run_1/ff_map.png
Other sequential cells in the stronger gray, the rest of the logic in the fainter gray.
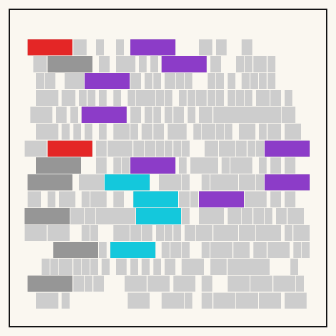
run_1/placed.png
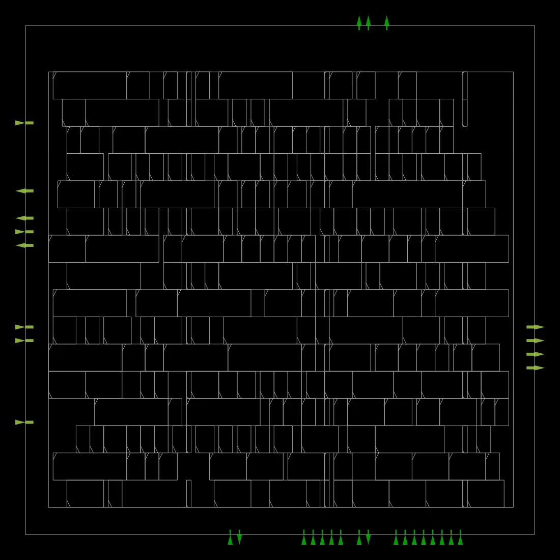
run_1/route_heat.png
The die is cut into 10 by 10 equal tiles; black is low, pale yellow is high, scaled to the fullest tile. Values are wire area over tile area, all layers added.
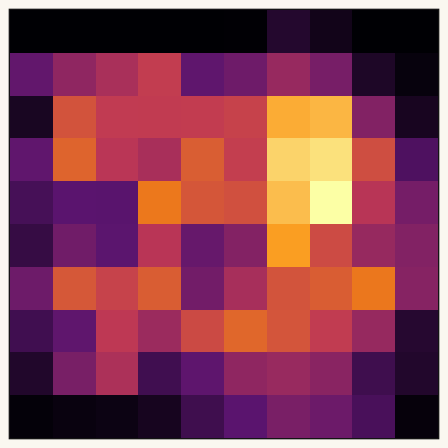
run_1/m3.png
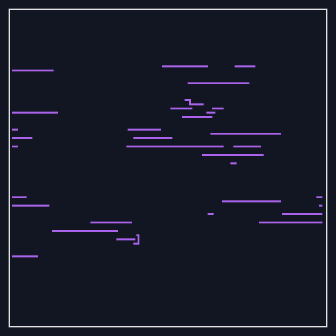
## src/rtl/reset_ctrl_if.sv

```systemverilog
// ----------------------------------------------------------------------------
// reset_ctrl_if
//   CSR bus shared with the reset sequencer (5-bit address, 8-bit data).
//
//   Signals
//     csr_a   5  address, driven by the bus master
//     csr_di  8  write data, driven by the bus master
//     csr_we  1  write strobe, one cycle per write
//     csr_do  8  read data, combinational from csr_a, 0 when not decoded
//
//   Handshake: csr_we acts as a one-cycle valid with an implicit ready that is
//   always high. A write is consumed on the rising clk edge where csr_we=1,
//   and there is no back-pressure. Reads have no strobe: csr_do follows
//   csr_a combinationally within the same cycle.
//
//   Modports
//     master  drives address/data/strobe, receives read data
//     slave   receives address/data/strobe, drives read data
// ----------------------------------------------------------------------------
interface reset_ctrl_if;
    logic [4:0] csr_a;
    logic [7:0] csr_di;
    logic       csr_we;
    logic [7:0] csr_do;

    modport master (
        output csr_a,
        output csr_di,
        output csr_we,
        input  csr_do
    );

    modport slave (
        input  csr_a,
        input  csr_di,
        input  csr_we,
        output csr_do
    );
endinterface

```

## src/rtl/reset_ctrl.sv

```systemverilog
// ----------------------------------------------------------------------------
// reset_ctrl
//   CPU reset sequencer sitting directly behind the watchdog. Three request
//   sources (watchdog bite edge, push-button press, CSR software reset) start
//   a CPU reset pulse followed by a blanking window. It also latches the
//   recovery-boot select and keeps a sticky reset-cause register.
//
//   CSR map (relative to BASE_ADDR)
//     +0 CAUSE  {recov_latched, 3'b0, sw, btn, wdt, por}; [3:0] W1C, [7] RO
//     +1 SWRST  write SW_RST_VALUE to request a reset; reads 0
//     +2 CNT    current ASSERT/HOLDOFF counter; read-only
//
//   Ports
//     clk            system clock
//     rst            synchronous active-high power-on reset
//     ce             one-cycle tick enable from the shared prescaler
//     csr            CSR bus (reset_ctrl_if.slave)
//     wdt_rst_req    watchdog reset level (high while bitten)
//     recovery_req   failsafe / force-recovery level
//     btn_n          asynchronous push-button, active low
//     cpu_rst        CPU reset, active high, registered
//     boot_recovery  recovery boot select latched at request acceptance
//     dbg_state      current FSM state (state_t encoding)
//
//   Build option
//     RSTCTRL_DEBOUNCE_EN  when defined, the synchronised button must stay at
//                          a new level for DEBOUNCE_LEN consecutive ce ticks
//                          before the filtered level follows it. When not
//                          defined the synchroniser output is used directly
//                          and DEBOUNCE_LEN has no effect.
// ----------------------------------------------------------------------------
module reset_ctrl #(
    parameter logic [4:0] BASE_ADDR    = 5'h4,
    parameter logic [7:0] PULSE_LEN    = 8'd16,
    parameter logic [7:0] HOLDOFF_LEN  = 8'd32,
    parameter logic [7:0] SW_RST_VALUE = 8'hc5,
    parameter logic [3:0] DEBOUNCE_LEN = 4'd8
) (
    input  logic               clk,
    input  logic               rst,
    input  logic               ce,
    reset_ctrl_if.slave        csr,
    input  logic               wdt_rst_req,
    input  logic               recovery_req,
    input  logic               btn_n,
    output logic               cpu_rst,
    output logic               boot_recovery,
    output logic [1:0]         dbg_state
);

    typedef enum logic [1:0] {
        ST_ASSERT  = 2'd0,
        ST_HOLDOFF = 2'd1,
        ST_IDLE    = 2'd2
    } state_t;

    localparam logic [4:0] ADDR_CAUSE = BASE_ADDR;
    localparam logic [4:0] ADDR_SWRST = BASE_ADDR + 5'd1;
    localparam logic [4:0] ADDR_CNT   = BASE_ADDR + 5'd2;

    // A zero pulse length still has to produce a visible reset.
    localparam logic [7:0] PULSE_INIT = (PULSE_LEN == 8'd0) ? 8'd1 : PULSE_LEN;

    // ------------------------------------------------------------------
    // Request sources
    // ------------------------------------------------------------------
    logic wdt_prev;
    logic wdt_ev;

    logic btn_s1;
    logic btn_s2;
    logic btn_filt;
    logic btn_prev;
    logic btn_ev;

    logic sw_ev;
    logic any_req;

    // Watchdog: only the rising edge requests; a held level is one request.
    always_ff @(posedge clk) begin
        if (rst) begin
            wdt_prev <= 1'b0;
        end else begin
            wdt_prev <= wdt_rst_req;
        end
    end

    assign wdt_ev = wdt_rst_req & ~wdt_prev;

    // Button synchroniser. Resets to the released (high) level so that a
    // button already pressed at power-up is seen as a press afterwards only
    // if the FSM is idle by then.
    always_ff @(posedge clk) begin
        if (rst) begin
            btn_s1 <= 1'b1;
            btn_s2 <= 1'b1;
        end else begin
            btn_s1 <= btn_n;
            btn_s2 <= btn_s1;
        end
    end

`ifdef RSTCTRL_DEBOUNCE_EN
    localparam logic [3:0] DB_LEN = (DEBOUNCE_LEN == 4'd0) ? 4'd1 : DEBOUNCE_LEN;

    logic [3:0] db_cnt;
    logic       db_level;

    // db_cnt counts consecutive ce ticks on which the synchronised input
    // disagrees with the filtered level; any agreeing tick restarts it.
    always_ff @(posedge clk) begin
        if (rst) begin
            db_level <= 1'b1;
            db_cnt   <= 4'd0;
        end else if (ce) begin
            if (btn_s2 == db_level) begin
                db_cnt <= 4'd0;
            end else if (db_cnt == DB_LEN - 4'd1) begin
                db_level <= btn_s2;
                db_cnt   <= 4'd0;
            end else begin
                db_cnt <= db_cnt + 4'd1;
            end
        end
    end

    assign btn_filt = db_level;
`else
    assign btn_filt = btn_s2;
`endif

    always_ff @(posedge clk) begin
        if (rst) begin
            btn_prev <= 1'b1;
        end else begin
            btn_prev <= btn_filt;
        end
    end

    // Press = falling edge of the (possibly filtered) active-low level.
    assign btn_ev = btn_prev & ~btn_filt;

    assign sw_ev = csr.csr_we && (csr.csr_a == ADDR_SWRST) &&
                   (csr.csr_di == SW_RST_VALUE);

    assign any_req = wdt_ev | btn_ev | sw_ev;

    // ------------------------------------------------------------------
    // Sequencer FSM
    // ------------------------------------------------------------------
    state_t     state_q;
    state_t     state_d;
    logic [7:0] cnt_q;
    logic [7:0] cnt_d;
    logic       accept;

    always_ff @(posedge clk) begin
        if (rst) begin
            state_q <= ST_ASSERT;
            cnt_q   <= PULSE_INIT;
        end else begin
            state_q <= state_d;
            cnt_q   <= cnt_d;
        end
    end

    // cnt is shared by ASSERT and HOLDOFF. Requests are only looked at in
    // IDLE, so anything arriving during the pulse or the blanking window
    // (including the cycle that returns to IDLE) is dropped.
    always_comb begin
        state_d = state_q;
        cnt_d   = cnt_q;
        accept  = 1'b0;
        case (state_q)
            ST_ASSERT: begin
                if (ce) begin
                    if (cnt_q <= 8'd1) begin
                        if (HOLDOFF_LEN == 8'd0) begin
                            state_d = ST_IDLE;
                            cnt_d   = 8'd0;
                        end else begin
                            state_d = ST_HOLDOFF;
                            cnt_d   = HOLDOFF_LEN;
                        end
                    end else begin
                        cnt_d = cnt_q - 8'd1;
                    end
                end
            end
            ST_HOLDOFF: begin
                if (ce) begin
                    if (cnt_q <= 8'd1) begin
                        state_d = ST_IDLE;
                        cnt_d   = 8'd0;
                    end else begin
                        cnt_d = cnt_q - 8'd1;
                    end
                end
            end
            ST_IDLE: begin
                if (any_req) begin
                    accept  = 1'b1;
                    state_d = ST_ASSERT;
                    cnt_d   = PULSE_INIT;
                end
            end
            default: begin
                state_d = ST_ASSERT;
                cnt_d   = PULSE_INIT;
            end
        endcase
    end

    // cpu_rst is a registered image of "next state is ASSERT", so it rises
    // the cycle after acceptance and falls the cycle after the last tick.
    always_ff @(posedge clk) begin
        if (rst) begin
            cpu_rst <= 1'b1;
        end else begin
            cpu_rst <= (state_d == ST_ASSERT);
        end
    end

    always_ff @(posedge clk) begin
        if (rst) begin
            boot_recovery <= 1'b0;
        end else if (accept) begin
            boot_recovery <= recovery_req;
        end
    end

    assign dbg_state = state_q;

    // ------------------------------------------------------------------
    // Cause register: bits {sw, btn, wdt, por}. Only rst clears it to POR,
    // cpu_rst never touches this block, so the cause survives CPU resets.
    // A set in the same cycle as a W1C of that bit wins.
    // ------------------------------------------------------------------
    logic [3:0] cause_q;
    logic [3:0] cause_set;
    logic [3:0] cause_clr;

    always_comb begin
        cause_set = 4'b0000;
        cause_clr = 4'b0000;
        if (accept) begin
            cause_set = {sw_ev, btn_ev, wdt_ev, 1'b0};
        end
        if (csr.csr_we && (csr.csr_a == ADDR_CAUSE)) begin
            cause_clr = csr.csr_di[3:0];
        end
    end

    always_ff @(posedge clk) begin
        if (rst) begin
            cause_q <= 4'b0001;
        end else begin
            cause_q <= (cause_q & ~cause_clr) | cause_set;
        end
    end

    // ------------------------------------------------------------------
    // CSR read mux (SWRST and undecoded addresses read as 0)
    // ------------------------------------------------------------------
    always_comb begin
        csr.csr_do = 8'h00;
        if (csr.csr_a == ADDR_CAUSE) begin
            csr.csr_do = {boot_recovery, 3'b000, cause_q};
        end else if (csr.csr_a == ADDR_CNT) begin
            csr.csr_do = cnt_q;
        end
    end

endmodule

```

## src/flat_wrapper.sv

```systemverilog
// flat-port wrapper written by rule: the top's interface ports become plain ports
module reset_ctrl_flat 
#(
    parameter logic [4:0] BASE_ADDR    = 5'h4,
    parameter logic [7:0] PULSE_LEN    = 8'd16,
    parameter logic [7:0] HOLDOFF_LEN  = 8'd32,
    parameter logic [7:0] SW_RST_VALUE = 8'hc5,
    parameter logic [3:0] DEBOUNCE_LEN = 4'd8
)
  (clk, rst, ce, wdt_rst_req, recovery_req, btn_n, cpu_rst, boot_recovery, dbg_state, csr_csr_a, csr_csr_di, csr_csr_we, csr_csr_do);
  reset_ctrl_if csr_i ();
  input  logic clk;
  input  logic rst;
  input  logic ce;
  input  logic wdt_rst_req;
  input  logic recovery_req;
  input  logic btn_n;
  output logic cpu_rst;
  output logic boot_recovery;
  output logic [1:0] dbg_state;
  input wire logic [$bits(csr_i.csr_a)-1:0] csr_csr_a;
  input wire logic [$bits(csr_i.csr_di)-1:0] csr_csr_di;
  input wire logic [$bits(csr_i.csr_we)-1:0] csr_csr_we;
  output wire logic [$bits(csr_i.csr_do)-1:0] csr_csr_do;
  assign csr_i.csr_a = csr_csr_a;
  assign csr_i.csr_di = csr_csr_di;
  assign csr_i.csr_we = csr_csr_we;
  assign csr_csr_do = csr_i.csr_do;
  reset_ctrl #(.BASE_ADDR(BASE_ADDR), .PULSE_LEN(PULSE_LEN), .HOLDOFF_LEN(HOLDOFF_LEN), .SW_RST_VALUE(SW_RST_VALUE), .DEBOUNCE_LEN(DEBOUNCE_LEN)) u_core (.clk(clk), .rst(rst), .ce(ce), .csr(csr_i), .wdt_rst_req(wdt_rst_req), .recovery_req(recovery_req), .btn_n(btn_n), .cpu_rst(cpu_rst), .boot_recovery(boot_recovery), .dbg_state(dbg_state));
endmodule
```

## config.mk

```make
export PLATFORM = sky130hd
export DESIGN_NAME = reset_ctrl_flat
export DESIGN_NICKNAME = d
export VERILOG_FILES = /design/src/rtl/reset_ctrl_if.sv /design/src/rtl/reset_ctrl.sv /design/src/flat_wrapper.sv
export SDC_FILE = /design/constraint.sdc
export NUM_CORES = 1
export LEC_CHECK = 0
export ABC_AREA = 1
export CAP_MARGIN = 20
export CORE_MARGIN = 2
export CORE_UTILIZATION = 53
export CTS_BUF_LIST = sky130_fd_sc_hd__clkbuf_4 sky130_fd_sc_hd__clkbuf_8
export DETAILED_ROUTE_END_ITERATION = 8
export HOLD_SLACK_MARGIN = 0.02
export PLACE_DENSITY = 0.87
export SETUP_SLACK_MARGIN = 0.2
export SLEW_MARGIN = 20
export SYNTH_ARGS = -nofsm -noshare
export SYNTH_HDL_FRONTEND = slang
export SYNTH_SLANG_ARGS = --single-unit
```

## constraint.sdc

```tcl
create_clock -name clk -period 2.6 [get_ports clk]
set_clock_uncertainty 0.05 [all_clocks]
set_input_delay 0.52 -clock clk [delete_from_list [all_inputs] [get_ports clk]]
set_output_delay 0.52 -clock clk [all_outputs]
set_load 0.02 [all_outputs]
```

==> impl_metrics.env, run 1 <==
# implementation run metrics
export IMPL_critical_path_endpoint_type="output pin"
export IMPL_finalPower_mw=0.812
export IMPL_grt_antenna_before_repair=0
export IMPL_final_signal_inverter_count=25
export IMPL_drt_pass1_iter_count=4
export IMPL_viasPerCell=5.22
export IMPL_tritoncts="yes"
export IMPL_clockBufferCount=3
export IMPL_slowest_cell_delay_on_critical_path_ps=500
export IMPL_critPathTopFamily="buffers and inverters"
export IMPL_register_cell_area_after_layout_um2=400
export IMPL_floorplanUtilization_pct=57.6
export IMPL_clockRootBuffer="sky130_fd_sc_hd__clkbuf_4"
export IMPL_seq_area_share_pct=24.8
export IMPL_finalWorstPathRequiredPeriod_ps=2410
export IMPL_hold_buffers=0
export IMPL_cts_max_level=1
export IMPL_logic_gate_count=132
export IMPL_clock_fmax_mhz=415
export IMPL_instance_tally_after_logic_synthesis=178
export IMPL_yosysWarnings=0
export IMPL_clock_latency_late_pin_ps=310
export IMPL_max_flop_register="u_core.cnt_q"
export IMPL_layout_area_top_class="multi-input combinational cells"
export IMPL_yosys_area_share_aoi_pct=9.02
export IMPL_numSynthFlops=20
export IMPL_ys_types=24
export IMPL_setup_violations=0
export IMPL_placedInstanceArea_mm2=0.00155
export IMPL_max_slew_margin_rel_pct=79.4
export IMPL_core_area_mm2=0.00202
export IMPL_cts_repair_timing_setup_buffer_count=3
export IMPL_final_area_mm2=0.00162
export IMPL_instances_no_fill=248
export IMPL_synth_net_count=200
export IMPL_comb_share_pct=43.0
export IMPL_worstPathBufferInverterCount=3
export IMPL_post_synth_mux_area_share_pct=0
export IMPL_finalWeightedCongestion=0.870
export IMPL_layout_area_comb_um2=696
export IMPL_busiest_layer="met2"
export IMPL_dpl_hpwl_mm=2.28
export IMPL_edf_count=0
export IMPL_power_per_cell_area_mw_per_mm2=502
export IMPL_yosysCellCount=178
export IMPL_worst_path_max_fanout=5
export IMPL_status="complete, no violations"
export IMPL_cp_arrival_ps=1840
export IMPL_worstSetupStartpointType="primary input"
export IMPL_largest_net_degree_at_the_start_of_global_routing=13
export IMPL_grt_pass1_vias=1287
export IMPL_cts_root_to_sink_buffers=2
export IMPL_post_cts_resize_count=37
export IMPL_layout_top_cells_excl_fill_tap="sky130_fd_sc_hd__nand2_1, sky130_fd_sc_hd__nor2_1, sky130_fd_sc_hd__clkdlybuf4s50_1"
export IMPL_area_delta_synth_final_pct=38.8
export IMPL_die_w_um=50.9
export IMPL_ff2ff_setup_slack_ps=940
export IMPL_final_layout_top_logic_cell="sky130_fd_sc_hd__nand2_1"
export IMPL_design_final_nets=244
export IMPL_largest_register_ffs=8
export IMPL_groute_layer_met1_usage_pct=31.8
export IMPL_first_pass_grt_wire_length_mm=5.46
export IMPL_xor_xnor_share_pct=1.50
export IMPL_yosys_dominant_comb_family="simple AND/OR/NAND/NOR gates"
export IMPL_area_share_clock_buf_inv_pct=3.25
export IMPL_tool_warnings=29
export IMPL_final_hold_worst_slack_ps=384
export IMPL_overflow=0
export IMPL_path_class="in -> out"
export IMPL_cp_data_required_time_ps=2030
export IMPL_global_route_met2_usage_pct=49.6
export IMPL_fillerInstances=162
export IMPL_count_of_nets_left_with_antenna_violations_after_detail_routing=0
export IMPL_simple_gate_area_share_pct=44.6
export IMPL_synth_top_flop_cell="sky130_fd_sc_hd__dfxtp_1"
export IMPL_drt_first_iter_violations=39
export IMPL_synth_top_cells_by_area="sky130_fd_sc_hd__dfxtp_1, sky130_fd_sc_hd__nand2_1, sky130_fd_sc_hd__nand3_1"
export IMPL_hold_viol=0
Notes on ff_map.png above:
[red] u_core.dbg_state | placed flops: 2
[cyan] u_core.cause_q | placed flops: 4
[purple] u_core.cnt_q | placed flops: 8
not colored: 6

Notes on placed.png above:
total number of sequential cells: 20
number of rows in the core area: 16
Util after Layout: 80.0%

Notes on route_heat.png above:
nearly empty tiles: 10%
mean over tiles: 0.20
fullest tile: 0.55
tiles over half the peak: 32%
Total Routed Length: 3.17 mm
overall via count from detail_route: 1294
total global-route track usage: 28.1%
routed length per placed instance: 12.8 um

Notes on m3.png above:
main direction: horizontal
nets with wire on the layer: 27
global routing met3 resource utilization: 6.43%

run 1: layer usage:
layer	up-vias	part of all wire (%)
li1	648	-
met1	590	42
met2	46	51
met3	10	5.1
met4	0	2.5
met5	-	0
run 1: worst paths after layout:
kind,startpoint,end,cells after the start
min,u_core.btn_s1,u_core.btn_filt,1
min reg2reg,u_core.btn_s1,u_core.btn_filt,1
max reg2reg,u_core.cnt_q[1],u_core.cnt_q[1],9
max,csr_csr_a[1],csr_csr_do[1],6
run 1: worst register-to-register path, delay by kind of cell (launching register included):
kind,cells,cell delay (ps)
compound gates,1,220
simple gates,5,470
flops,1,340
fa+ha+maj,1,280
buf+inv,2,210
run 1: where the power goes:
group | internal, mW | switching [mW]
Clock | 0.156 | 0.102
Combinational | 0.0916 | 0.114
Sequential | 0.325 | 0.0229
==> run 1 -> run 2 <==
--- a/config.mk
+++ b/config.mk
@@ -10,6 +10,7 @@
 export CORE_MARGIN = 2
 export CORE_UTILIZATION = 53
 export CTS_BUF_LIST = sky130_fd_sc_hd__clkbuf_4 sky130_fd_sc_hd__clkbuf_8
+export CTS_CLUSTER_SIZE = 10
 export DETAILED_ROUTE_END_ITERATION = 8
 export HOLD_SLACK_MARGIN = 0.02
 export PLACE_DENSITY = 0.87
run_2/placed.png
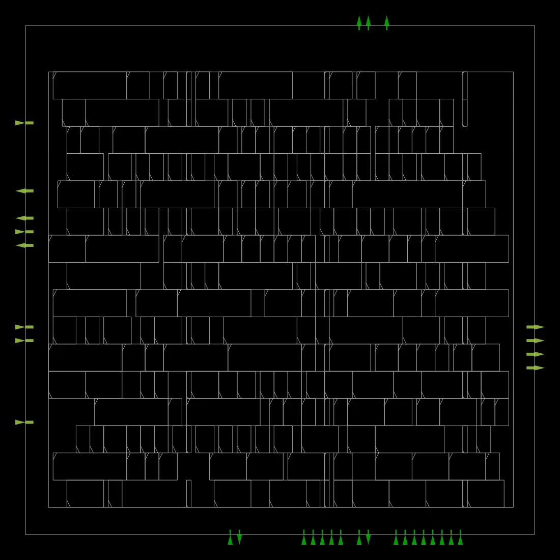
flop share of the area: 24.8%
core region area: 0.00202 mm^2
total number of tap cells: 27

run_2/route_heat.png
The die is cut into 10 by 10 equal tiles; black is low, pale yellow is high, scaled to the fullest tile. Values are wire area over tile area, all layers added.
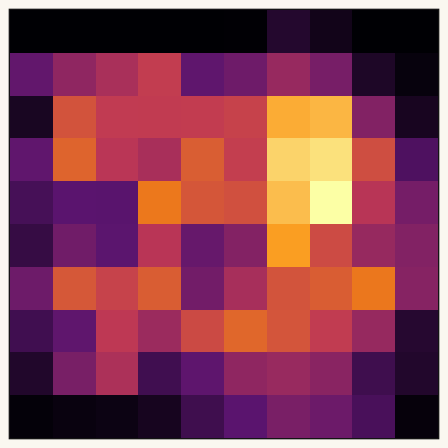
tiles over half the peak: 32%
nearly empty tiles: 10%
mean over tiles: 0.20
fullest tile: 0.55

run_2/ff_map.png
Other sequential cells in the stronger gray, the rest of the logic in the fainter gray.
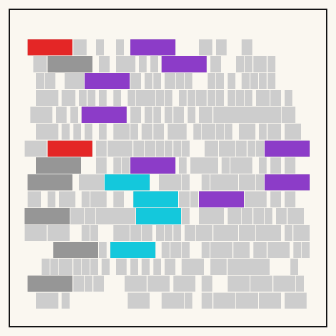
[purple] u_core.cnt_q | placed flops: 8
[cyan] u_core.cause_q | placed flops: 4
[red] u_core.dbg_state | placed flops: 2
not colored: 6
register cell area after layout: 400 um^2
P_seq: 0.348 mW

==> impl_metrics.env, run 2 <==
# implementation run metrics
export IMPL_maxUsedRoutingLayer="met4"
export IMPL_final_hold_worst_slack_ps=384
export IMPL_cts_repair_timing_setup_buffer_count=3
export IMPL_simple_gate_area_share_pct=44.6
export IMPL_count_of_nets_left_with_antenna_violations_after_detail_routing=0
export IMPL_p_seq_share_pct=42.9
export IMPL_drt_pass1_iter_count=4
export IMPL_tritoncts="yes"
export IMPL_post_synth_mux_area_share_pct=0
export IMPL_power_per_cell_area_mw_per_mm2=502
export IMPL_comb_share_pct=43.0
export IMPL_power_top_consumer="sequential cells"
export IMPL_core_rowCount=16
export IMPL_finalWorstPathRequiredPeriod_ps=2410
export IMPL_layout_area_top_class="multi-input combinational cells"
export IMPL_setup_violations=0
export IMPL_yosysCellCount=178
export IMPL_design_final_nets=244
export IMPL_gr_usage_met3_pct=6.43
export IMPL_yosysWarnings=0
export IMPL_post_cts_resize_count=37
export IMPL_met3WireLength_um=163
export IMPL_area_delta_synth_final_pct=38.8
export IMPL_grt_pass1_vias=1287
export IMPL_cp_data_required_time_ps=2030
export IMPL_synth_top_cells_by_area="sky130_fd_sc_hd__dfxtp_1, sky130_fd_sc_hd__nand2_1, sky130_fd_sc_hd__nand3_1"
export IMPL_final_layout_top_logic_cell="sky130_fd_sc_hd__nand2_1"
export IMPL_clockRootBuffer="sky130_fd_sc_hd__clkbuf_4"
export IMPL_floorplanUtilization_pct=57.6
export IMPL_max_flop_register="u_core.cnt_q"
export IMPL_p_comb_mw=0.206
export IMPL_worst_r2r_cell_count=9
export IMPL_hold_buffers=0
export IMPL_status="complete, no violations"
export IMPL_critPathTopFamily="buffers and inverters"
export IMPL_worstPathBufferInverterCount=3
export IMPL_overflow=0
export IMPL_power_frac_clock_pct=31.8
export IMPL_clockBufferCount=3
export IMPL_max_slew_margin_rel_pct=79.4
export IMPL_largest_net_degree_at_the_start_of_global_routing=13
export IMPL_final_signal_inverter_count=25
export IMPL_fillerInstances=162
export IMPL_clock_fmax_mhz=415
export IMPL_area_share_clock_buf_inv_pct=3.25
export IMPL_cp_arrival_ps=1840
export IMPL_global_route_met2_usage_pct=49.6
export IMPL_hold_viol=0
export IMPL_path_class="in -> out"
export IMPL_dpl_hpwl_mm=2.28
export IMPL_hold_path_cell_count=1
export IMPL_ys_types=24
export IMPL_wire_per_inst_um=12.8
export IMPL_min_delay_start="u_core.btn_s1"
export IMPL_yosys_area_share_aoi_pct=9.02
export IMPL_r2r_end="u_core.cnt_q[1]"
export IMPL_tool_warnings=29
export IMPL_ff2ff_setup_slack_ps=940
export IMPL_viasPerCell=5.22
export IMPL_proportion_of_total_power_due_to_net_switching_pct=29.5
export IMPL_power_clock_mw=0.258
export IMPL_postRouteWirelength_mm=3.17
export IMPL_cts_root_to_sink_buffers=2
export IMPL_busiest_layer="met2"
export IMPL_synth_net_count=200
export IMPL_largest_register_ffs=8
export IMPL_grt_usage_pct=28.1
export IMPL_finalPower_mw=0.812
export IMPL_layout_area_comb_um2=696
export IMPL_clock_latency_late_pin_ps=310
export IMPL_comb_power_share_pct=25.4
export IMPL_instances_no_fill=248
export IMPL_synth_top_flop_cell="sky130_fd_sc_hd__dfxtp_1"
export IMPL_placedInstanceArea_mm2=0.00155
export IMPL_critical_path_endpoint_type="output pin"
export IMPL_cts_max_level=1
export IMPL_first_pass_grt_wire_length_mm=5.46
export IMPL_groute_layer_met1_usage_pct=31.8
export IMPL_cell_internal_pwr_mw=0.573
export IMPL_die_w_um=50.9
==> run 2: cell counts after synthesis <==
Identical to the previous run, type by type.
==> run 2: how the worst max path moves through the flow <==
| stage | start | to | slack, ps | cells after the start |
|---|---|---|---|---|
| 2_1_floorplan | csr_csr_a[0] | csr_csr_do[0] | 620 | 3 |
| 3_3_place_gp | csr_csr_a[1] | csr_csr_do[1] | -200 | 5 |
| 3_5_place_dp | csr_csr_a[1] | csr_csr_do[0] | -290 | 5 |
| 4_1_cts | csr_csr_a[1] | csr_csr_do[1] | 160 | 6 |
| 5_1_grt | csr_csr_a[1] | csr_csr_do[1] | 180 | 6 |
| 6_report | csr_csr_a[1] | csr_csr_do[1] | 190 | 6 |
Power is estimated from default activity; no workload was simulated.
